$ cat src/rtl/pipe_stage_reg.sv
// Purpose: generic pipeline stage register carrying a control and a data bundle over valid/ready.
// Latency: 1 cycle from in_fire to Out_Valid; sustains 1 beat/cycle while Out_Ready=1.
// Backpressure: SKID=1 absorbs one extra beat and drives a registered In_Ready; SKID=0 holds one beat with In_Ready = !Out_Valid | Out_Ready.
module pipe_stage_reg #(
  parameter int unsigned       DATA_W      = 32,
  parameter int unsigned       CTRL_W      = 16,
  parameter logic [CTRL_W-1:0] CTRL_BUBBLE = '0,
  parameter int unsigned       SKID        = 1,
  parameter int unsigned       CNT_W       = 16
) (
  input  logic              Clk,
  input  logic              Reset,
  input  logic              In_Valid,
  output logic              In_Ready,
  input  logic [CTRL_W-1:0] In_Ctrl,
  input  logic [DATA_W-1:0] In_Data,
  input  logic              Flush,
  output logic              Out_Valid,
  input  logic              Out_Ready,
  output logic [CTRL_W-1:0] Out_Ctrl,
  output logic [DATA_W-1:0] Out_Data,
  output logic [1:0]        Occupancy,
  output logic [CNT_W-1:0]  Beat_Count
);

  // One beat as it travels between stages: controls on top, data below.
  typedef struct packed {
    logic [CTRL_W-1:0] ctrl;
    logic [DATA_W-1:0] data;
  } beat_t;

  // State encoding doubles as the occupancy count.
  typedef enum logic [1:0] {
    ST_EMPTY = 2'd0,
    ST_ONE   = 2'd1,
    ST_TWO   = 2'd2
  } state_t;

  state_t           state_q;
  state_t           state_n;
  beat_t            main_q;
  beat_t            main_n;
  beat_t            skid_q;
  beat_t            skid_n;
  beat_t            in_beat;
  logic             in_ready_q;
  logic             in_ready_n;
  logic             in_ready_int;
  logic             out_valid_int;
  logic             in_fire;
  logic             out_fire;
  logic [CNT_W-1:0] beat_cnt_q;

  assign in_beat       = {In_Ctrl, In_Data};
  assign out_valid_int = (state_q != ST_EMPTY);

  // With the skid entry the ready is a flop, so no path runs from Out_Ready to In_Ready.
  assign in_ready_int  = (SKID != 0) ? in_ready_q : (!out_valid_int | Out_Ready);

  assign in_fire  = In_Valid & in_ready_int;
  assign out_fire = out_valid_int & Out_Ready;

  // Next-state, next-entry and next-ready decode; Flush overrides every transfer.
  always_comb begin
    state_n = state_q;
    main_n  = main_q;
    skid_n  = skid_q;
    if (Flush) begin
      // Incoming beat is dropped; main keeps its data so Out_Data stays put.
      state_n = ST_EMPTY;
      skid_n  = '0;
    end else begin
      unique case (state_q)
        ST_EMPTY: begin
          if (in_fire) begin
            main_n  = in_beat;
            state_n = ST_ONE;
          end
        end
        ST_ONE: begin
          if (in_fire && !out_fire) begin
            // Only reachable with the skid entry: downstream stalled but we still accepted.
            if (SKID != 0) begin
              skid_n  = in_beat;
              state_n = ST_TWO;
            end
          end else if (in_fire && out_fire) begin
            main_n = in_beat;
          end else if (out_fire) begin
            state_n = ST_EMPTY;
          end
        end
        ST_TWO: begin
          if (out_fire) begin
            main_n  = skid_q;
            skid_n  = '0;
            state_n = ST_ONE;
          end
        end
        default: begin
          state_n = ST_EMPTY;
          skid_n  = '0;
        end
      endcase
    end
    in_ready_n = (state_n != ST_TWO);
  end

  // State, beat storage and registered ready; reset empties the stage and opens the input.
  always_ff @(posedge Clk or posedge Reset) begin
    if (Reset) begin
      state_q    <= ST_EMPTY;
      main_q     <= '0;
      skid_q     <= '0;
      in_ready_q <= 1'b1;
    end else begin
      state_q    <= state_n;
      main_q     <= main_n;
      skid_q     <= skid_n;
      in_ready_q <= in_ready_n;
    end
  end

  // Debug beat counter: counts downstream transfers (even one coinciding with Flush), saturates.
  always_ff @(posedge Clk or posedge Reset) begin
    if (Reset) begin
      beat_cnt_q <= '0;
    end else if (out_fire && (beat_cnt_q != {CNT_W{1'b1}})) begin
      beat_cnt_q <= beat_cnt_q + CNT_W'(1);
    end
  end

  assign In_Ready   = in_ready_int;
  assign Out_Valid  = out_valid_int;
  // Empty stage presents no-op controls so downstream enables stay inert.
  assign Out_Ctrl   = out_valid_int ? main_q.ctrl : CTRL_BUBBLE;
  assign Out_Data   = main_q.data;
  assign Occupancy  = state_q;
  assign Beat_Count = beat_cnt_q;

endmodule
$ cat config.mk
export PLATFORM = sky130hd
export DESIGN_NAME = pipe_stage_reg
export DESIGN_NICKNAME = d
export VERILOG_FILES = /design/src/rtl/pipe_stage_reg.sv
export SDC_FILE = /design/constraint.sdc
export NUM_CORES = 1
export LEC_CHECK = 0
export CORE_ASPECT_RATIO = 1.5
export CORE_MARGIN = 2
export CORE_UTILIZATION = 30
export DETAILED_ROUTE_END_ITERATION = 6
export GPL_TIMING_DRIVEN = 0
export SETUP_SLACK_MARGIN = 0.3
export SLEW_MARGIN = 20
export SYNTH_ARGS = -nofsm -noshare
export SYNTH_HDL_FRONTEND = slang
export SYNTH_SLANG_ARGS = --single-unit
$ cat constraint.sdc
create_clock -name Clk -period 4.6 [get_ports Clk]
set_input_delay 0.69 -clock Clk [delete_from_list [all_inputs] [get_ports Clk]]
set_output_delay 0.69 -clock Clk [all_outputs]
set_load 0.03 [all_outputs]
==> CHANGELOG.md <==
### Physical design

- Area leader share: 0.5252
- CTS H-tree lvls: 4
- Fp util: 0.3040
- Met2 Routed Length: 6604 um
- Share of layout cells above drive strength 1: 0.3239
- Mux area share: 0.2078
- Dominant kind of combinational cell: multiplexers
- Antenna viol nets, final: 0
- Fin Hold WS: ~0.5 ns
- Max FFs per register: 48
- Tool warnings: 26
- Worst-path fanout max: 10
- Power per cell area: between 400 and 500 nW/um2
- Comb. cell area: 2157 um2
- Final GP Congestion: 0.7834
- Cell Area, Synth: approximately 5400 um2
- Number of enable flip-flop cells: 0
- Final Hold Vio Count: 0
- Leak Pwr: 3.377 nW
- Rows: 60
- Cell area after placement: between 6000 and 7000 um2
- Vias in the first global route: between 4k and 5k
- IO buf count: around 120
- # Cells Yosys: approximately 410
- Fill count: 1696
- Flops out of synthesis: ~120
- Tot Pwr: approximately 0.0034 W
- First DRT Iteration DRCs: ~110
- Fin area: about 7500 um2
- CP endpoint kind: output pin
- Global Route met1 Usage: 0.1683
- Setup Skew: between 0.009 and 0.01 ns
- # clock sinks: between 100 and 150
- Slew @ Worst Pin: between 0.7 and 0.8 ns
- Status: finished clean
- Detailed Route WL: about 13000 um
- Largest net degree at the start of global routing: around 63
-- report_power, final --
group / switching, W / total (W) / internal, W
Sequential: 0.0000845 / 0.00122 / 0.00114
Combinational: 0.000415 / 0.000850 / 0.000434
Clock: 0.000452 / 0.00136 / 0.000906
-- cell type report --
type	count	share of cell area
Multi-Input combinational cell	238	0.2857
Inverter	5	0.003149
Timing Repair Buffer	121	0.1627
Sequential cell	115	0.3813
Clock inverter	8	0.01657
Clock buffer	23	0.06463
Tap cell	217	0.03596
Buffer	55	0.04988
-- critical path: stages (launching register included) --
cell and delay, ns:
dfrtp_1 0.37, buf_2 0.18, nor2_1 0.59, clkbuf_1 0.43, nor2b_1 0.11, clkdlybuf4s50_1 0.64
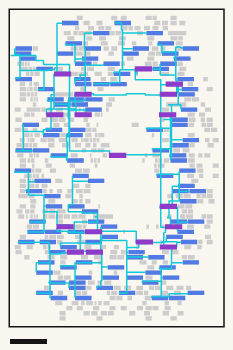
(clock distribution)
Bar = 20 um.
clock drivers -> purple  # count 17
flip-flops -> blue  # count 115
clock wires -> cyan  # length 1650 um
routed clock nets = 18

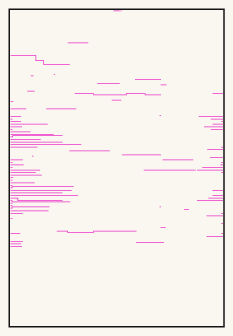
(met3 routing)
nets with wire on the layer = 75
longest straight run = 37.5 um
main direction = horizontal
wire length on this layer = 979 um

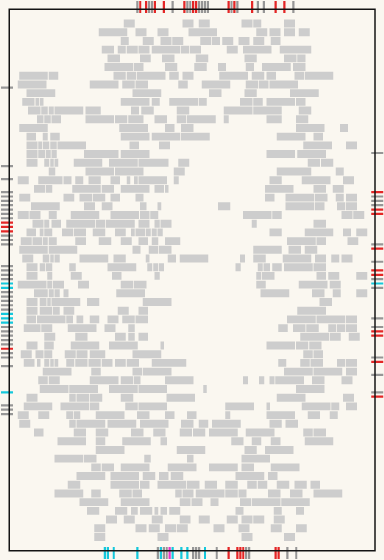
(pin placement)
Pins as bars across the die edge, other pins in grey.
`In_Ctrl` -> cyan  # pins 16, direction input, edge 9 bottom, 6 left, 1 right
`Out_Valid` -> magenta  # pins 1, direction output, edge bottom
`In_Data` -> red  # pins 32, direction input, edge 12 top, 10 right, 6 bottom, 4 left
all pins by edge = 43 left, 27 bottom, 27 top, 24 right

Power figures rest on the tool's default switching activity, not on a simulated workload.
